$ cat src/rtl/scan_sequencer_2bit.sv
// Time-multiplexed scan controller driving G/S1/S0 of a 2-to-4 enable decoder.
// Optional macro SCAN_HOLD_EN adds a HOLD input that freezes dwell/gap timing.
module scan_sequencer_2bit #(
    parameter int unsigned DIV       = 32'd50000,
    parameter int unsigned BLANK_CYC = 32'd4,
    parameter int unsigned CNT_W     = 32'd16
) (
    input  logic       CLK,
    input  logic       RST_N,
    input  logic       EN,
    input  logic [3:0] MASK,
`ifdef SCAN_HOLD_EN
    input  logic       HOLD,
`endif
    output logic       G,
    output logic       S0,
    output logic       S1,
    output logic       SLOT_START
);

    typedef enum logic [1:0] {
        IDLE = 2'b00,
        SHOW = 2'b01,
        GAP  = 2'b10
    } state_t;

    localparam logic [CNT_W-1:0] DIV_LAST   = CNT_W'(DIV - 32'd1);
    localparam logic [CNT_W-1:0] BLANK_LAST = (BLANK_CYC == 32'd0) ? '0 : CNT_W'(BLANK_CYC - 32'd1);

    // Returns {found, slot}: first unmasked slot after cur, wrapping, cur itself tried last.
    function automatic logic [2:0] pick_next(input logic [1:0] cur, input logic [3:0] mask);
        logic [2:0] res;
        logic [1:0] idx;
        res = 3'b000;
        for (int k = 4; k >= 1; k--) begin
            idx = cur + 2'(k);
            if (!mask[idx]) begin
                res = {1'b1, idx};
            end else begin
                res = res;
            end
        end
        return res;
    endfunction

    state_t           state_q, state_d;
    logic [1:0]       slot_q, slot_d;
    logic [CNT_W-1:0] cnt_q, cnt_d;
    logic             g_q, g_d;
    logic             start_q, start_d;
    logic             hold_s;
    logic [2:0]       first_s;
    logic [2:0]       nxt_s;

`ifdef SCAN_HOLD_EN
    assign hold_s = HOLD;
`else
    assign hold_s = 1'b0;
`endif

    assign first_s = pick_next(2'b11, MASK);
    assign nxt_s   = pick_next(slot_q, MASK);

    // Next-state, counter and registered-output decode.
    always_comb begin
        state_d = state_q;
        slot_d  = slot_q;
        cnt_d   = cnt_q;
        g_d     = g_q;
        start_d = 1'b0;
        if (!EN) begin
            state_d = IDLE;
            slot_d  = 2'b00;
            cnt_d   = '0;
            g_d     = 1'b0;
        end else begin
            case (state_q)
                IDLE: begin
                    state_d = first_s[2] ? SHOW : IDLE;
                    slot_d  = first_s[2] ? first_s[1:0] : 2'b00;
                    cnt_d   = '0;
                    g_d     = first_s[2];
                    start_d = first_s[2];
                end
                SHOW: begin
                    if (hold_s) begin
                        cnt_d = cnt_q;
                    end else if (cnt_q != DIV_LAST) begin
                        cnt_d = cnt_q + CNT_W'(1'b1);
                    end else if (BLANK_CYC != 32'd0) begin
                        state_d = GAP;
                        g_d     = 1'b0;
                        cnt_d   = '0;
                    end else begin
                        // No blanking: hand straight over to the next slot, G stays high.
                        state_d = nxt_s[2] ? SHOW : IDLE;
                        slot_d  = nxt_s[2] ? nxt_s[1:0] : 2'b00;
                        cnt_d   = '0;
                        g_d     = nxt_s[2];
                        start_d = nxt_s[2];
                    end
                end
                GAP: begin
                    if (hold_s) begin
                        cnt_d = cnt_q;
                    end else if (cnt_q != BLANK_LAST) begin
                        cnt_d = cnt_q + CNT_W'(1'b1);
                    end else begin
                        state_d = nxt_s[2] ? SHOW : IDLE;
                        slot_d  = nxt_s[2] ? nxt_s[1:0] : 2'b00;
                        cnt_d   = '0;
                        g_d     = nxt_s[2];
                        start_d = nxt_s[2];
                    end
                end
                default: begin
                    state_d = IDLE;
                    slot_d  = 2'b00;
                    cnt_d   = '0;
                    g_d     = 1'b0;
                end
            endcase
        end
    end

    // State, counter and output registers with synchronous active-low reset.
    always_ff @(posedge CLK) begin
        if (!RST_N) begin
            state_q <= IDLE;
            slot_q  <= 2'b00;
            cnt_q   <= '0;
            g_q     <= 1'b0;
            start_q <= 1'b0;
        end else begin
            state_q <= state_d;
            slot_q  <= slot_d;
            cnt_q   <= cnt_d;
            g_q     <= g_d;
            start_q <= start_d;
        end
    end

    assign G          = g_q;
    assign S0         = slot_q[0];
    assign S1         = slot_q[1];
    assign SLOT_START = start_q;

endmodule
$ cat config.mk
export PLATFORM = sky130hd
export DESIGN_NAME = scan_sequencer_2bit
export DESIGN_NICKNAME = d
export VERILOG_FILES = /design/src/rtl/scan_sequencer_2bit.sv
export SDC_FILE = /design/constraint.sdc
export NUM_CORES = 1
export LEC_CHECK = 0
export ABC_AREA = 1
export CORE_UTILIZATION = 40
export CTS_CLUSTER_DIAMETER = 100
export DETAILED_ROUTE_END_ITERATION = 16
export HOLD_SLACK_MARGIN = 0.08
export PLACE_DENSITY = 0.55
export SYNTH_ARGS = -nofsm -noshare
export SYNTH_HDL_FRONTEND = slang
export SYNTH_SLANG_ARGS = --single-unit
export TNS_END_PERCENT = 5
$ cat constraint.sdc
create_clock -name CLK -period 4 [get_ports CLK]
set_clock_uncertainty 0.15 [all_clocks]
set_input_delay 0.8 -clock CLK [delete_from_list [all_inputs] [get_ports CLK]]
set_output_delay 0.8 -clock CLK [all_outputs]
set_load 0.1 [all_outputs]
==> ci_impl_report.md, run 1 <==
## Implementation flow summary

| Metric | Value |
|---|---|
| Count of flip-flops with a built-in enable after synthesis | `0` |
| Instance count after placement with tap cells included | `approximately 270` |
| Most used logic cell in the final layout | `nand2_1` |
| Yosys reg bits | `22` |
| Data arrival time at the worst-slack endpoint | `1.98 ns` |
| Core Util at FP | `42.8%` |
| Top layer reached by signal wires | `met4` |
| Combined buffer and inverter count along the critical path | `1` |
| Clock latency on the worst-skew pair | `approximately 0.31 ns` |
| Placer's final routability congestion estimate | `~0.80` |
| Antenna-violating nets left | `0` |
| Wire length of the first global-routing pass | `5.29 mm` |
| Least-Margin Pin Slew | `0.960 ns` |
| Number of top-level pins | `11` |
| Met1 wire length | `1.40 mm` |
| Core footprint | `between 3000 and 4000 µm²` |
| Tool Warnings | `29` |
| Synth top area share | `between 30% and 40%` |
| GR Util met2 | `just under 30%` |
| Commonest cells post-synth | `nand2_1, nor2_1, inv_1` |
| Count of antenna diodes in the layout | `0` |
| YS warnings | `0` |
| Sequential share of the synthesized area | `between 30% and 40%` |
| Syn Area/Cell | `between 6 and 7 µm²` |
| Crit-path slowest cell | `clkdlybuf4s50_1` |
| Result of the run | `completed` |
| Depth of the critical timing path with buffers and inverters included | `1` |
| Reg2reg setup slack | `between 2 and 2.5 ns` |
| Post-CTS Setup Inserts | `0` |
| Routed via count | `around 1,400` |
| R2R Path End | `cnt_q[15]` |
| Worst setup path startpoint | `slot_q[0]` |
| Layout cell share with drive strength beyond 1 | `9.96%` |
| Num rows | `21` |
| Startpoint of the worst hold path | `cnt_q[0]` |
| Logic family by area | `simple AND/OR/NAND/NOR gates` |
| Antenna violations before repair | `0` |
| Slew Viols, Final | `0` |
| Cell resize tally after clock tree synthesis | `0` |
| Amount of wire on met3 after detailed routing | `63 µm` |
| Top cell type by total area after synthesis | `dfxtp_1` |
| Number of global-route vias before repair | `1,281` |
| Final worst setup slack | `1.07 ns` |
| Final setup vio count | `0` |
| Grt met3 use | `1.64%` |
| Simple-Gate Area Share | `46.9%` |
| Dominant cells by area after synthesis | `dfxtp_1, nand2_1, nor2_1` |
| Final std cells w/o fill | `between 200 and 300` |
| Vias per cell | `4.99` |
| Worst reg2reg startpoint | `cnt_q[0]` |
| Final wirelength | `2.95 mm` |
| Worst max-slew margin expressed relative to the limit | `about 36%` |
| Most common reg cell | `dfxtp_1` |
| Met1 global-route usage | `about a fifth` |
| Fraction of the cycle the final worst path needs | `73.3%` |
| Total die size | `around 4000 µm²` |
| Count leader, synth | `nand2_1` |
| Worst-case clock buffer depth | `2` |
| Total half-perimeter wirelength after legalization and detailed placement | `2.37 mm` |
| Final Core Density | `47.3%` |
run 1: state kept, by name (all words and copies together), names as in the netlist:
name and count:
G 1, SLOT_START 1, cnt_q 16, slot_q 2, state_q 2
run 1: cell type report:
type | instances | area (µm²)
clock buffers | 3 | 22.5
repair buffers | 10 | 100
inverters | 27 | 101
multi-input cells | 169 | 892
fillers | 368 | 1800
well taps | 46 | 57.6
flip-flops and latches | 22 | 440
run 1: where the power goes:
group          switching, µW  total (µW)  leakage (µW)  internal [µW]
clock network           65.2         100     0.0000138           35.2
registers               3.48         226      0.000178            222
logic                   50.5        75.4      0.000480           24.9
total                    119         402      0.000672            283
run 1: cells by family after synthesis:
group	after synthesis
simple gates	141
xor+xnor	4
flops	22
buf+inv	30
compound gates	19
fa+ha+maj	5
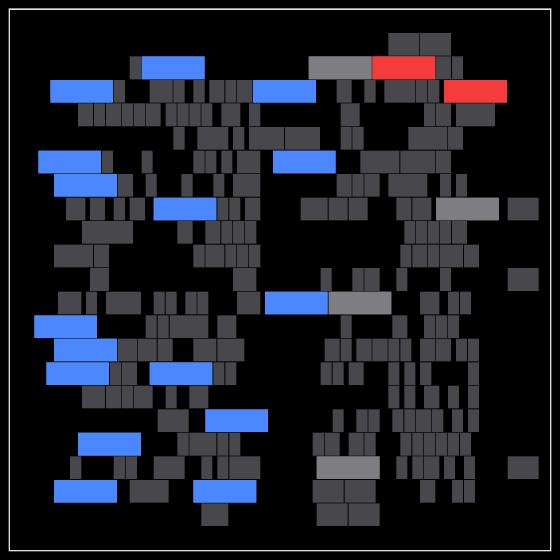
*Register map, names as in the netlist, run 1*
Other sequential cells in the stronger grey, the rest of the logic in the fainter grey.
legend:
  state_q:
    colour: red
    placed_flops: 2
  cnt_q:
    colour: blue
    placed_flops: 16
not coloured: 4

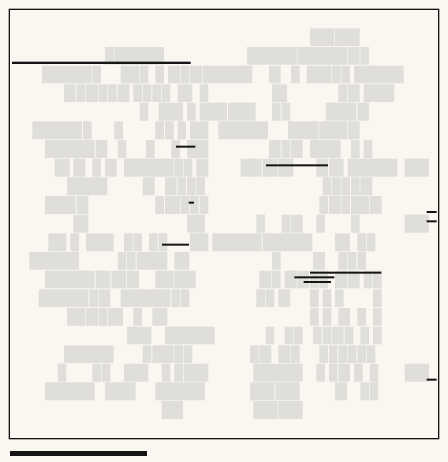
*Met3 routing, run 1*
Scale bar: 20 µm. Cells faint in the background.
main direction: horizontal
longest straight run: 25.8 µm
nets with wire on the layer: 9

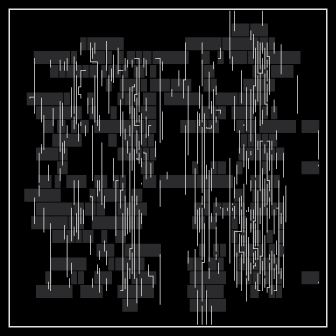
*M2 wires, run 1*
Cells faint in the background.
wire length on this layer: 1,450 µm
main direction: vertical
share of all routed wire: 49%
nets with wire on the layer: 195
longest straight run: 25.5 µm

==> run 2: changes to the inputs <==
PLACE_DENSITY = 0.57   (was 0.55)
clock period = 2.4 ns   (was 4 ns; I/O delays follow)
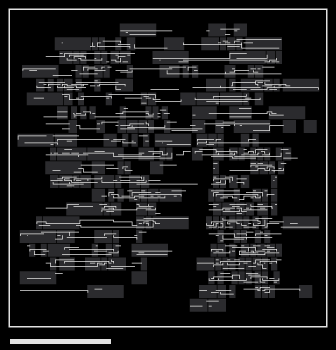
*The metal 1 layer, run 2*
Scale bar: 20 µm. Cells faint in the background.
nets with wire on the layer: 230
longest straight run: 22.5 µm
wire length on this layer: 1,420 µm
share of all routed wire: 50%

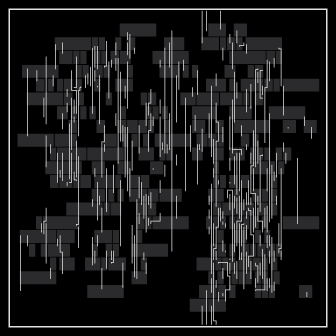
*M2 wires, run 2*
Cells faint in the background.
wire length on this layer: 1,320 µm
main direction: vertical
share of all routed wire: 46%
nets with wire on the layer: 182
routed via count: 1,329
final wirelength: 2.86 mm
GR Util met2: 27.4%

==> run 2 against run 1 <==
Total power up 78%. Critical path depth up 8. Synthesized cell count unchanged. Sequential power up 67%. Die area unchanged. Combinational power up 64%. Core utilization up 0.11 points. Count of clock-buffer cells in the layout up 1. Sequential share of layout area down 0.063 points. Cell count up 0.36%. Non-clock buffer count unchanged. Critical path type is now flop to flop. Critical endpoint is now cnt_q[15]. Largest cell class unchanged.
==> ci_impl_report.md, run 2 <==
## Implementation flow summary

| Metric | Value |
|---|---|
| Cell resize tally after clock tree synthesis | `0 (unchanged)` |
| Yosys reg bits | `22 (unchanged)` |
| Result of the run | `completed` |
| Share of final layout cell area taken by clock buffers and inverters | `2.24% (+0.85 points)` |
| Net switching share of the total power | `29.5% (-0.15 points)` |
| Grt met3 use | `4.01% (+2.4 points)` |
| Worst setup path startpoint | `cnt_q[0]` |
| Synth top area share | `30.1% (unchanged)` |
| Internal power | `504 µW (+78%)` |
| Final std cells w/o fill | `278 (+0.36%)` |
| Instance count after placement with tap cells included | `274 (unchanged)` |
| Portion of total power attributed to sequential cells | `52.7% (-3.6 points)` |
| Multi-Input Combinational | `169 (unchanged)` |
| Slew Viols, Final | `0 (unchanged)` |
| Layout cell share with drive strength beyond 1 | `12.1% (+2.1 points)` |
| Vias per cell | `4.78 (-4.2%)` |
| Count leader, synth | `nand2_1` |
| Flop count | `22 (unchanged)` |
| Placer's final routability congestion estimate | `0.865 (+7.6%)` |
| Clock latency on the worst-skew pair | `0.32 ns (about the same)` |
| Data arrival time at the worst-slack endpoint | `1.98 ns (about the same)` |
| Reg2reg setup slack | `0.49 ns (-1.59 ns)` |
| Count of flip-flops with a built-in enable after synthesis | `0 (unchanged)` |
| Crit-path slowest cell | `dfxtp_1` |
| Sequential Power | `377 µW (+67%)` |
| Post-CTS Setup Inserts | `0 (unchanged)` |
| Worst reg2reg startpoint | `cnt_q[0]` |
| Most common reg cell | `dfxtp_1` |
| Signal buffers | `10 (unchanged)` |
| Amount of wire on met3 after detailed routing | `73 µm (+16%)` |
| Combinational-cell power consumption | `124 µW (+64%)` |
| Final worst setup slack | `0.492 ns (-0.576 ns)` |
| Total die size | `3900 µm² (unchanged)` |
| Largest regs | `cnt_q: 16 flops, slot_q: 2 flops, state_q: 2 flops` |
| Tool Warnings | `29 (unchanged)` |
| Antenna violations before repair | `0 (unchanged)` |
| Combined buffer and inverter count along the critical path | `1 (unchanged)` |
| Num rows | `21 (unchanged)` |
| Commonest cells post-synth | `nand2_1, nor2_1, inv_1` |
| Combinational Power Share | `17.3% (-1.5 points)` |
| Core footprint | `3420 µm² (unchanged)` |
| Dominant cells by area after synthesis | `dfxtp_1, nand2_1, nor2_1` |
| Inverters | `27 (unchanged)` |
| Most used logic cell in the final layout | `nand2_1` |
| Clk pwr share | `30.0% (+5.0 points)` |
| Core Util at FP | `42.8% (unchanged)` |
| Met1 global-route usage | `20.6% (+0.043 points)` |
| Fraction of the cycle the final worst path needs | `79.5%` |
| Clock group | `214 µW (+110%)` |
| Syn Area/Cell | `6.61 µm² (unchanged)` |
| Worst-case clock buffer depth | `2 (unchanged)` |
==> run 2: kinds of logic (layout without fill, tap and decap cells) <==
kind of cell    after synthesis  in the layout  synth area share, %
xor+xnor                      4              4                 2.40
buf+inv                      30             41                 8.82
flops                        22             22                 30.1
fa+ha+maj                     5              5                 4.28
simple gates                141            141                 46.9
compound gates               19             19                 7.45
==> run 2: how the worst min path moves through the flow <==
| stage | startpoint | depth (start not counted) | end |
|---|---|---|---|
| 3_5_place_dp | cnt_q[0] | 1 | cnt_q[0] |
| 2_1_floorplan | cnt_q[0] | 1 | cnt_q[0] |
| 6_report | cnt_q[0] | 1 | cnt_q[0] |
| 3_3_place_gp | cnt_q[0] | 1 | cnt_q[0] |
| 5_1_grt | cnt_q[0] | 1 | cnt_q[0] |
| 4_1_cts | cnt_q[0] | 1 | cnt_q[0] |
==> run 3: changes to the inputs <==
PLACE_DENSITY = 0.55   (was 0.57)
clock period = 1.96 ns   (was 2.4 ns; I/O delays follow)
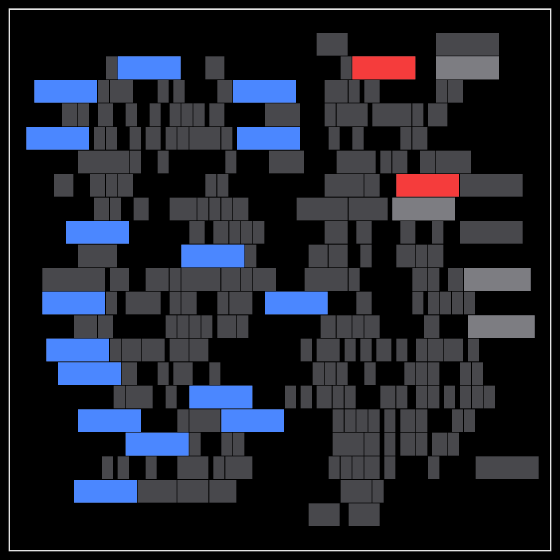
*Register map, names as in the netlist, run 3*
Other sequential cells in the stronger grey, the rest of the logic in the fainter grey.
legend:
  cnt_q:
    colour: blue
    placed_flops: 16
  state_q:
    colour: red
    placed_flops: 2

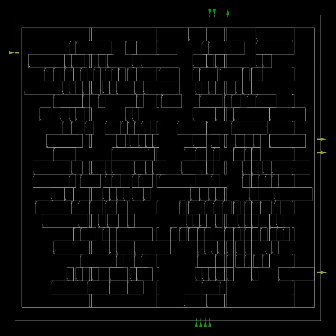
*Cell outlines without signal wires, run 3*
filler instances: 368
sequential fraction of total cell area: 26.0%

==> run 3 against run 2 <==
Sequential cell count unchanged. Die area unchanged. Via count increased by 4.1%. First-iteration DRC count increased by 17%. Cell count increased by 0.72%. Sequential share of layout area decreased by 1.3 points. Count of clock-buffer cells in the layout unchanged. Synthesized cell count unchanged. Total power increased by 23%. Largest cell class unchanged. Maximum frequency increased by 5.4%. Design area increased by 5.4%. Area after synthesis unchanged. Critical endpoint unchanged.
==> ci_impl_report.md, run 3 <==
## Implementation flow summary

| Metric | Value |
|---|---|
| Post-synthesis compound-gate area fraction | `7.45% (unchanged)` |
| Slew Viols, Final | `0 (unchanged)` |
| Routed via count | `1,383 (+4.1%)` |
| Net switching share of the total power | `28.4% (-1.1 points)` |
| Clk pwr share | `28.3% (-1.7 points)` |
| Tool Warnings | `30 (+3.4%)` |
| Largest regs | `cnt_q: 16 flops, slot_q: 2 flops, state_q: 2 flops` |
| Combinational Power Share | `19.0% (+1.7 points)` |
| Clock latency on the worst-skew pair | `0.31 ns (about the same)` |
| GR Util met2 | `29.5% (+2.0 points)` |
| Worst setup path startpoint | `cnt_q[0]` |
| Multiplexer area fraction after synthesis | `0% (unchanged)` |
| Logic family by area | `simple AND/OR/NAND/NOR gates` |
| Worst-case clock buffer depth | `2 (unchanged)` |
| Inverters | `27 (unchanged)` |
| Share of final layout cell area taken by clock buffers and inverters | `2.13% (-0.12 points)` |
| Core Util at FP | `42.8% (unchanged)` |
| Multi-Input Combinational | `169 (unchanged)` |
| Crit-path slowest cell | `dfxtp_1` |
| Total die size | `3900 µm² (unchanged)` |
| Data arrival time at the worst-slack endpoint | `1.87 ns (-0.11 ns)` |
| Internal power | `631 µW (+25%)` |
| Signal buffers | `12 (+2)` |
| Count leader, synth | `nand2_1` |
| Num rows | `21 (unchanged)` |
| Synth Area in Adders | `4.28% (unchanged)` |
| Combinational-cell power consumption | `168 µW (+35%)` |
| Layout cell share with drive strength beyond 1 | `13.7% (+1.6 points)` |
| Reg2reg setup slack | `0.15 ns (-0.34 ns)` |
| Met1 global-route usage | `20.2% (-0.40 points)` |
| Flop count | `22 (unchanged)` |
| Count of flip-flops with a built-in enable after synthesis | `0 (unchanged)` |
| Yosys reg bits | `22 (unchanged)` |
| Fraction of the cycle the final worst path needs | `92.4% (+13 points)` |
| Final worst setup slack | `0.150 ns (-0.343 ns)` |
| Vias per cell | `4.94 (+3.3%)` |
| Xor and xnor fraction of the mapped netlist area | `2.40% (unchanged)` |
| Most common reg cell | `dfxtp_1` |
| Instance count after placement with tap cells included | `276 (+0.73%)` |
| Result of the run | `completed` |
| Final std cells w/o fill | `280 (+0.72%)` |
| Antenna violations before repair | `0 (unchanged)` |
| Clock group | `250 µW (+17%)` |
| Core footprint | `3420 µm² (unchanged)` |
| Placer's final routability congestion estimate | `0.827 (-4.4%)` |
| Post-CTS Setup Inserts | `0 (unchanged)` |
| Combined buffer and inverter count along the critical path | `1 (unchanged)` |
| Final wirelength | `2.95 mm (+3.2%)` |
run 3: layer usage:
metal	part of all wire [%]	up-vias	routed length [µm]
li1	-	734	-
met1	48	629	1430
met2	48	18	1410
met3	3.2	2	96
met4	0.71	0	21
met5	0	-	0
run 3: how the worst min path moves through the flow:
stage                        start  depth (start not counted)  slack [ns]        to
after floorplan           cnt_q[0]                          1        0.28  cnt_q[0]
after global placement    cnt_q[0]                          1        0.29  cnt_q[0]
after detailed placement  cnt_q[0]                          1        0.30  cnt_q[0]
after CTS                 cnt_q[0]                          1        0.33  cnt_q[0]
after global routing      cnt_q[0]                          1        0.35  cnt_q[0]
final                     cnt_q[0]                          1        0.32  cnt_q[0]
Power and IR drop assume default switching activity.
